Run 1, clock network drawn from the DEF:
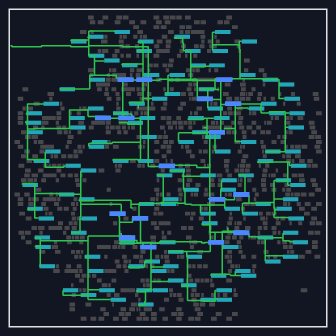
Run 1, routing congestion map:
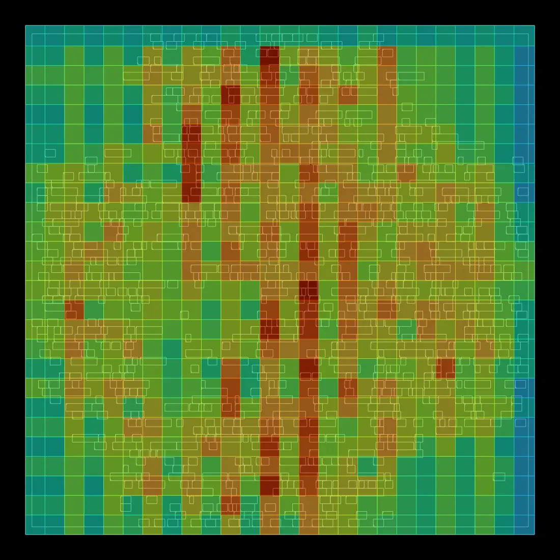
Run 1, gate-type map:
Bar = 50 µm.
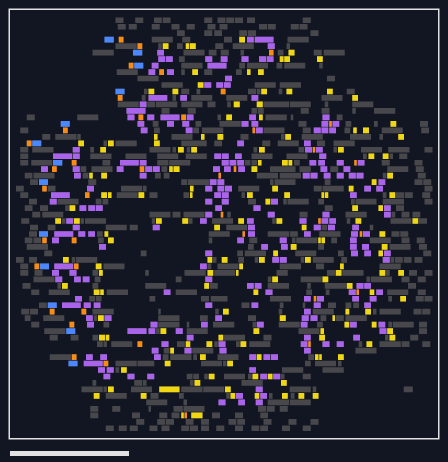
[config.mk]
export PLATFORM = sky130hd
export DESIGN_NAME = parallel_scrambler
export DESIGN_NICKNAME = d
export VERILOG_FILES = /design/src/rtl/scrambler_pkg.sv /design/src/rtl/scrambler_lane_step.sv /design/src/rtl/parallel_scrambler.sv
export SDC_FILE = /design/constraint.sdc
export NUM_CORES = 1
export LEC_CHECK = 0
export CAP_MARGIN = 20
export CORE_MARGIN = 2
export CORE_UTILIZATION = 25
export DETAILED_ROUTE_END_ITERATION = 8
export PLACE_DENSITY = 0.48
export SLEW_MARGIN = 10
export SYNTH_ARGS = -nofsm -noshare
export SYNTH_HDL_FRONTEND = slang
export SYNTH_SLANG_ARGS = --single-unit
[constraint.sdc]
create_clock -name CLK -period 3.9 [get_ports CLK]
set_clock_uncertainty 0.15 [all_clocks]
set_input_delay 0.78 -clock CLK [delete_from_list [all_inputs] [get_ports CLK]]
set_output_delay 0.78 -clock CLK [all_outputs]
set_load 0.05 [all_outputs]
[src/rtl/scrambler_pkg.sv]
// rtl/scrambler_pkg.sv - shared LFSR constants and types for the x^58 + x^39 + 1 scrambler
package scrambler_pkg;

   localparam int LFSR_LEN = 58;
   localparam int TAP_A    = 57;
   localparam int TAP_B    = 38;

   typedef logic [LFSR_LEN-1:0] lfsr_state_t;

   typedef enum logic {
      SCR_SCRAMBLE   = 1'b0,
      SCR_DESCRAMBLE = 1'b1
   } scr_mode_e;

endpackage

[src/rtl/scrambler_lane_step.sv]
// rtl/scrambler_lane_step.sv - combinational DATA_W-step map of the self-synchronous scrambler
module scrambler_lane_step
   import scrambler_pkg::*;
#(
   parameter int DATA_W = 64
) (
   input  logic [DATA_W-1:0]   in_data,
   input  logic [LFSR_LEN-1:0] state,
   input  scr_mode_e           mode,
   output logic [DATA_W-1:0]   out_data,
   output logic [LFSR_LEN-1:0] state_next
);

   lfsr_state_t s;
   logic        o;

   // Bit 0 is first in time, so the unrolled chain walks upward through the beat.
   always_comb begin
      s        = state;
      o        = 1'b0;
      out_data = '0;
      for (int i = 0; i < DATA_W; i++) begin
         o           = in_data[i] ^ s[TAP_A] ^ s[TAP_B];
         out_data[i] = o;
         s           = {s[LFSR_LEN-2:0], (mode == SCR_DESCRAMBLE) ? in_data[i] : o};
      end
      state_next = s;
   end

endmodule

[src/rtl/parallel_scrambler.sv]
// rtl/parallel_scrambler.sv - parallel x^58+x^39+1 scrambler/descrambler, one output register; SCRAMBLER_BYPASS_EN adds bypass
module parallel_scrambler
   import scrambler_pkg::*;
#(
   parameter int          DATA_W     = 64,
   parameter lfsr_state_t RESET_SEED = '0
) (
   input  logic                CLK,
   input  logic                reset_n,
   input  logic                clear,
   input  logic                mode,
`ifdef SCRAMBLER_BYPASS_EN
   input  logic                bypass,
`endif
   input  logic [DATA_W-1:0]   in_data,
   input  logic                in_valid,
   output logic                in_ready,
   output logic [DATA_W-1:0]   out_data,
   output logic                out_valid,
   input  logic                out_ready,
   output logic [LFSR_LEN-1:0] state
);

   lfsr_state_t       lfsr_q;
   lfsr_state_t       lfsr_step;
   lfsr_state_t       lfsr_d;
   logic [DATA_W-1:0] data_step;
   logic [DATA_W-1:0] data_d;
   logic [DATA_W-1:0] out_data_q;
   logic              out_valid_q;
   logic              ready_en_q;
   logic              accept;
   scr_mode_e         mode_e;

   assign mode_e = scr_mode_e'(mode);

   scrambler_lane_step #(
      .DATA_W     (DATA_W)
   ) u_step (
      .in_data    (in_data),
      .state      (lfsr_q),
      .mode       (mode_e),
      .out_data   (data_step),
      .state_next (lfsr_step)
   );

   always_comb begin
      data_d = data_step;
      lfsr_d = lfsr_step;
`ifdef SCRAMBLER_BYPASS_EN
      if (bypass) begin
         data_d = in_data;
         lfsr_d = lfsr_q;
      end
`endif
   end

   // ready_en_q keeps in_ready low until the first edge after reset release.
   assign in_ready = ready_en_q & ~clear & (~out_valid_q | out_ready);
   assign accept   = in_valid & in_ready;

   always_ff @(posedge CLK or negedge reset_n) begin
      if (!reset_n) begin
         lfsr_q      <= RESET_SEED;
         out_data_q  <= '0;
         out_valid_q <= 1'b0;
         ready_en_q  <= 1'b0;
      end else begin
         ready_en_q <= 1'b1;
         if (clear) begin
            lfsr_q      <= RESET_SEED;
            out_data_q  <= '0;
            out_valid_q <= 1'b0;
         end else if (accept) begin
            lfsr_q      <= lfsr_d;
            out_data_q  <= data_d;
            out_valid_q <= 1'b1;
         end else if (out_ready) begin
            out_valid_q <= 1'b0;
         end
      end
   end

   assign out_data  = out_data_q;
   assign out_valid = out_valid_q;
   assign state     = lfsr_q;

endmodule

==> results_dict.tcl, run 1 <==
# yosys + openroad results
set metrics [dict create \
    ys_sh_mux_pct 1.90 \
    cts_resized 0 \
    warnings 32 \
    detail_route.first_pass.iterations 5 \
    die_height_um 180 \
    end_kind "output port" \
    synthTopCellsByCount "sky130_fd_sc_hd__xnor2_1 (147), sky130_fd_sc_hd__dfrtp_1 (124), sky130_fd_sc_hd__nand3b_1 (103)" \
    finalClockPeriodUsage_pct 83.4 \
    top_power_group "the clock network" \
    h-tree-depth 4 \
    holdBufCountCts 0 \
    maxCapViolations 0 \
    num_vias 6141 \
    pwr.group.combinational_mw 1.37 \
    topCellsByArea "sky130_fd_sc_hd__dfrtp_1 (40%), sky130_fd_sc_hd__xnor2_1 (17%), sky130_fd_sc_hd__nand3b_1 (10%)" \
    floorplan.io_pins 194 \
    tightest_slew_margin_relative_to_the_limit_pct 29.0 \
    comb_power_share_pct 30.1 \
    top_cell_area_share_pct 40.2 \
    timing_hold_violations_final 0 \
    vias_per_cell 4.63 \
    mappedNetlistNets 815 \
    final_area_um2 10600 \
    totalNegativeSetupSlack_ps 0 \
    worst-r2r-cell-count 5 \
    mostFrequentLayoutCells "sky130_fd_sc_hd__clkdlybuf4s50_1 (190), sky130_fd_sc_hd__xnor2_1 (147), sky130_fd_sc_hd__dfrtp_1 (124)" \
    proportion_of_layout_cells_with_a_drive_suffix_above_1_pct 7.75 \
    core_area_um2 30500 \
    ys_seq_share_pct 40.2 \
    syn_avg_cell_area_um2 10.4 \
    post_synth_num_cell_types 24 \
    numSynthFlops 124 \
    outcome "finished clean" \
    place.detailed.instances 1294 \
    grt_start_max_net_pins 172 \
    finalNetCount 987 \
    flop_cell "sky130_fd_sc_hd__dfrtp_1" \
    drt_iter0_markers 391 \
    cp_arrival_ps 2320 \
    ys_sh_xor_pct 27.4 \
    timing.rr.end "state[15]" \
    power.share.switching_pct 34.4 \
    setup_crit_start "out_ready" \
    reg2reg_setup_slack_ps 1600 \
    synthesis.instances 745 \
    antenna_left 0 \
    overflow 0 \
    worstReg2RegStart "out_valid" \
    ys_cells 745 \
    post-cts-setup-buffer-count 0 \
    tightest_hold_margin_ps 293 \
    synth-async-reset-ratio_pct 100 \
    setup_viol_count_final 0 \
    grt_antenna_before_repair 3 \
    grt_pass1_wl_mm 42.0 \
    cts.root.buffer_cell "sky130_fd_sc_hd__clkbuf_16" \
    power_frac_seq_pct 33.4 \
    yosysChipArea_um2 7720 \
    finalWeightedCongestion 0.754 \
    worstSetupStartpointType "input pin" \
    power.total_mw 4.57 \
    drt-wirelength-per-cell_um 20.9 \
    synthAoiAreaFrac_pct 8.02 \
    synth_area_um2 7720 \
    peakVddDrop_v 0.000241 \
    cts_sinks 124 \
    powerSeq_mw 1.52 \
    fa_ha_area_share_pct 0 \
    tmin_final_ps 3250 \
    power.net_switching_mw 1.57 \
    die-area_um2 32300 \
    kind_of_path_behind_the_tightest_hold_check "input pin to async pin" \
    post-place-ws_ps 641 \
    cts.reportedPaths.clkPinSlew_ps 60 \
    synth-edff-count 0 \
    setup.worst_path.end "in_ready" \
    cts_made_buffers 17 \
    yosys.area_share.simple_pct 19.3 \
]
Notes on 'clock network drawn from the DEF' above:
- clock drivers: blue (count 17)
- clock wires: green (length 2270 µm)
- flip-flops: cyan (count 124)
- routed clock nets: 18
Clk pwr share: 36.6%
power in the clock group: 1.67 mW
Clk Latency, worst-skew pair: 420 ps

Notes on 'routing congestion map' above:
global-route met3 utilization: 3.55%
utilization of the core after routing: 34.8%
most used routing layer: met2
met2 demand-to-capacity share in global routing: 27.6%
met1 global-route usage: 23.8%

Notes on 'gate-type map' above:
- mux cells: blue (cells 13; most used mux2_2)
- nor cells: orange (cells 40; most used nor2_1; where spread over the die)
- xor and xnor cells: purple (cells 221; most used xnor2_1)
- nand cells: yellow (cells 156; most used nand3b_1; where spread over the die)
most instantiated logic cell after routing: sky130_fd_sc_hd__clkdlybuf4s50_1
fraction of area in multi-input gates: 41.2%
Final Instance Count excl. Fillers: 1327

run 1: area by class of cell:
type                            instances  area [µm²]
Fill cell                            3078       19900
Timing Repair Buffer                  206        2050
Clock buffer                           24         482
Sequential cell                       124        3100
Antenna cell                            2        5.00
Tap cell                              396         495
Clock inverter                          7         113
Multi-Input combinational cell        568        4380
run 1: per-layer routing:
layer	GRT usage, %	part of all wire (%)
met4	5.11	2.0
met2	27.6	47
met3	3.55	3.6
met5	0	0.058
met1	23.8	48
run 1: worst max-delay path, stage by stage:
cell and delay, ps:
sky130_fd_sc_hd__clkdlybuf4s50_1 460, sky130_fd_sc_hd__nand2b_4 150, sky130_fd_sc_hd__nand2_1 60, sky130_fd_sc_hd__nor2_1 80, sky130_fd_sc_hd__clkdlybuf4s50_1 800
Run 1, metal 3:
Cells faint in the background.
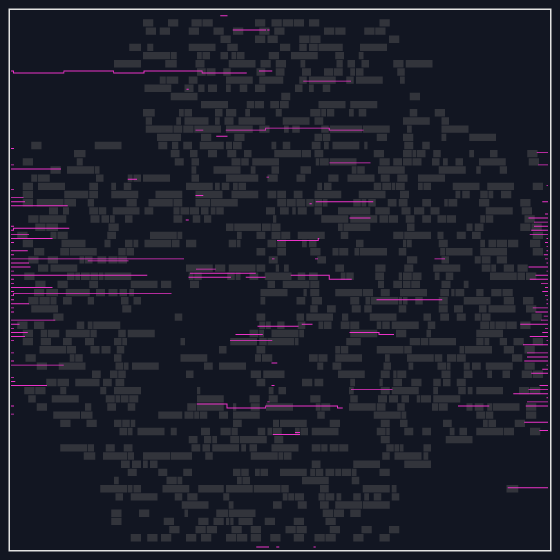

==> run 1 -> run 2 <==
==> constraint.sdc (replaced) <==
create_clock -name CLK -period 3 [get_ports CLK]
set_clock_uncertainty 0.15 [all_clocks]
set_input_delay 0.6 -clock CLK [delete_from_list [all_inputs] [get_ports CLK]]
set_output_delay 0.6 -clock CLK [all_outputs]
set_load 0.05 [all_outputs]
Run 2, metal 3:
Cells faint in the background.
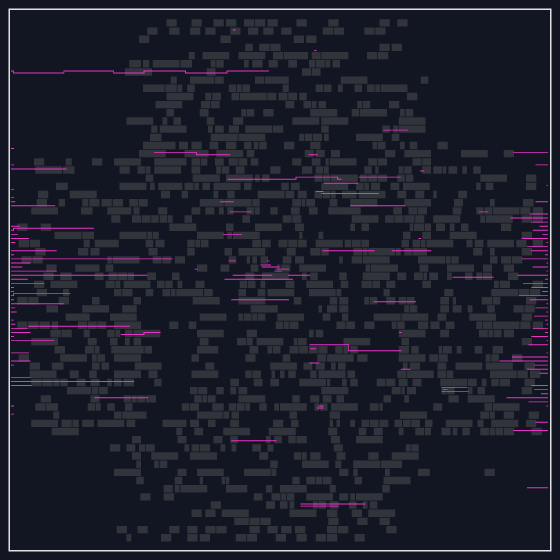
- nets with wire on the layer: 125
- main direction: horizontal
- longest straight run: 53.6 µm

Run 2, cells by drive strength:
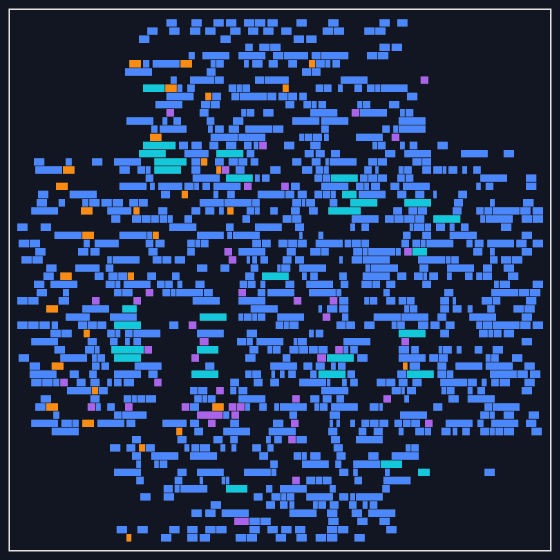
- _0 and _1 cells: blue (cells 855)
- _2 cells: orange (cells 30)
- _3 and _4 cells: purple (cells 43)
- _6 and larger: cyan (cells 29)

Run 2, routing congestion map:
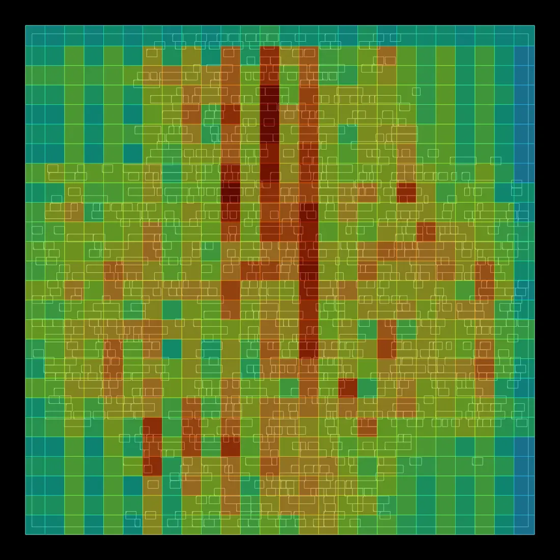
met1 global-route usage: 24.4%
met2 demand-to-capacity share in global routing: 29.3%

==> results_dict.tcl, run 2 <==
# yosys + openroad results
set metrics [dict create \
    cp.depth 1 \
    synth-async-reset-ratio_pct 100 \
    clk_latency_worst_skew_pair_ps 430 \
    core_area_um2 30500 \
    largestClassByArea "combinational gates" \
    timing.rr.end "out_data[49]" \
    ys_sh_mux_pct 1.90 \
    warnings 26 \
    yosys.area_share.simple_pct 19.3 \
    layout_top_cell_excl_fill_tap "sky130_fd_sc_hd__clkdlybuf4s50_1" \
    powerClk_mw 2.28 \
    cts.reportedPaths.clkPinSlew_ps 60 \
    drt-wirelength-per-cell_um 21.3 \
    comb_area_share_pct 40.2 \
    tightest_slew_margin_relative_to_the_limit_pct 45.6 \
    pwr.group.combinational_mw 1.86 \
    power_frac_seq_pct 32.2 \
    synthesis.instances 745 \
    flop_cell "sky130_fd_sc_hd__dfrtp_1" \
    crit_family "buffers and inverters" \
    synth_area_um2 7720 \
    finalWeightedCongestion 0.766 \
    final_area_um2 10900 \
    cts.root.buffer_cell "sky130_fd_sc_hd__clkbuf_16" \
    layout.nonclk_buf_share_pct 20.9 \
    critical-path-slowest-cell "sky130_fd_sc_hd__clkdlybuf4s50_1" \
    cts_sinks 124 \
    post-cts-setup-buffer-count 0 \
    comb_cells 568 \
    numSynthFlops 124 \
    die_height_um 180 \
    overflow 0 \
    comb_power_share_pct 30.5 \
    num_vias 6207 \
    inverters_excl_clock 0 \
    post_synth_num_cell_types 24 \
    cp_cell_sequence "clkdlybuf4s50_1" \
    numSequentialCells 124 \
    timing_hold_violations_final 0 \
    vias_per_cell 4.58 \
    mostFrequentLayoutCells "sky130_fd_sc_hd__clkdlybuf4s50_1 (189), sky130_fd_sc_hd__xnor2_1 (147), sky130_fd_sc_hd__dfrtp_1 (124)" \
    h-tree-depth 4 \
    fa_ha_area_share_pct 0 \
    layout.clock_buffers 22 \
    ys_cells 745 \
    reg2reg_setup_slack_ps 860 \
    post-route-util_pct 35.7 \
    yosysChipArea_um2 7720 \
    final-seq-area_um2 3100 \
    seqAreaFraction_pct 28.5 \
    filler_cell_count 3078 \
    setup_crit_start "state[14]" \
    cts_resized 0 \
    totalNegativeSetupSlack_ps 0 \
    top_power_group "the clock network" \
    peakVddDrop_v 0.000329 \
    kind_of_path_behind_the_tightest_hold_check "register to register" \
    cp_arrival_ps 1910 \
    power.total_mw 6.11 \
    outcome "finished clean" \
    finalNetCount 1014 \
    synthAoiAreaFrac_pct 8.02 \
    ys_sh_xor_pct 27.4 \
    topCellsByArea "sky130_fd_sc_hd__dfrtp_1 (40%), sky130_fd_sc_hd__xnor2_1 (17%), sky130_fd_sc_hd__nand3b_1 (10%)" \
    power.net_switching_mw 2.09 \
    non_clock_buffer_count 233 \
    grt_start_max_net_pins 83 \
    worstSetupStartpointType "register" \
    clock_power_share_pct 37.3 \
    power.share.switching_pct 34.3 \
    nWellTaps 396 \
    top_cell_area_share_pct 40.2 \
    tmin_final_ps 2660 \
    synthTopCellsByCount "sky130_fd_sc_hd__xnor2_1 (147), sky130_fd_sc_hd__dfrtp_1 (124), sky130_fd_sc_hd__nand3b_1 (103)" \
    holdBufCountCts 1 \
    cts_made_buffers 17 \
    finalClockPeriodUsage_pct 88.8 \
    end_kind "output port" \
    critical_path.max_stage_delay_ps 890 \
    grt_pass1_wl_mm 43.1 \
    powerSeq_mw 1.96 \
    worst-r2r-cell-count 4 \
    drt_iter0_markers 308 \
]
[run 2: netlist changes by cell type in the layout (fill, tap and decap cells not counted), moves of 2 or more]
cell / before / now
sky130_fd_sc_hd__buf_12: 2 / 4
sky130_fd_sc_hd__buf_4: 12 / 37
sky130_fd_sc_hd__clkbuf_1: 4 / 2
sky130_fd_sc_hd__clkinv_4: 0 / 2
[run 2: per-stage QoR]
step                      cells  setup WS [ps]  hold slack (ps)
after detailed placement   1320            381              353
final                      1355            335              363
after floorplan             745            638              154
after global placement     1320            402              346
after CTS                  1353            294              369
after global routing       1354            289              394
[run 2: metal layers]
layer  part of all wire [%]  up-vias  global-route usage, %
met3                    4.1       20                   3.67
li1                       -     2967                      -
met5                  0.055        -                      0
met1                     47     3039                   24.4
met2                     48      179                   29.3
met4                    1.2        2                   4.33
No activity file was given, so power comes from the tool's default toggle rates.
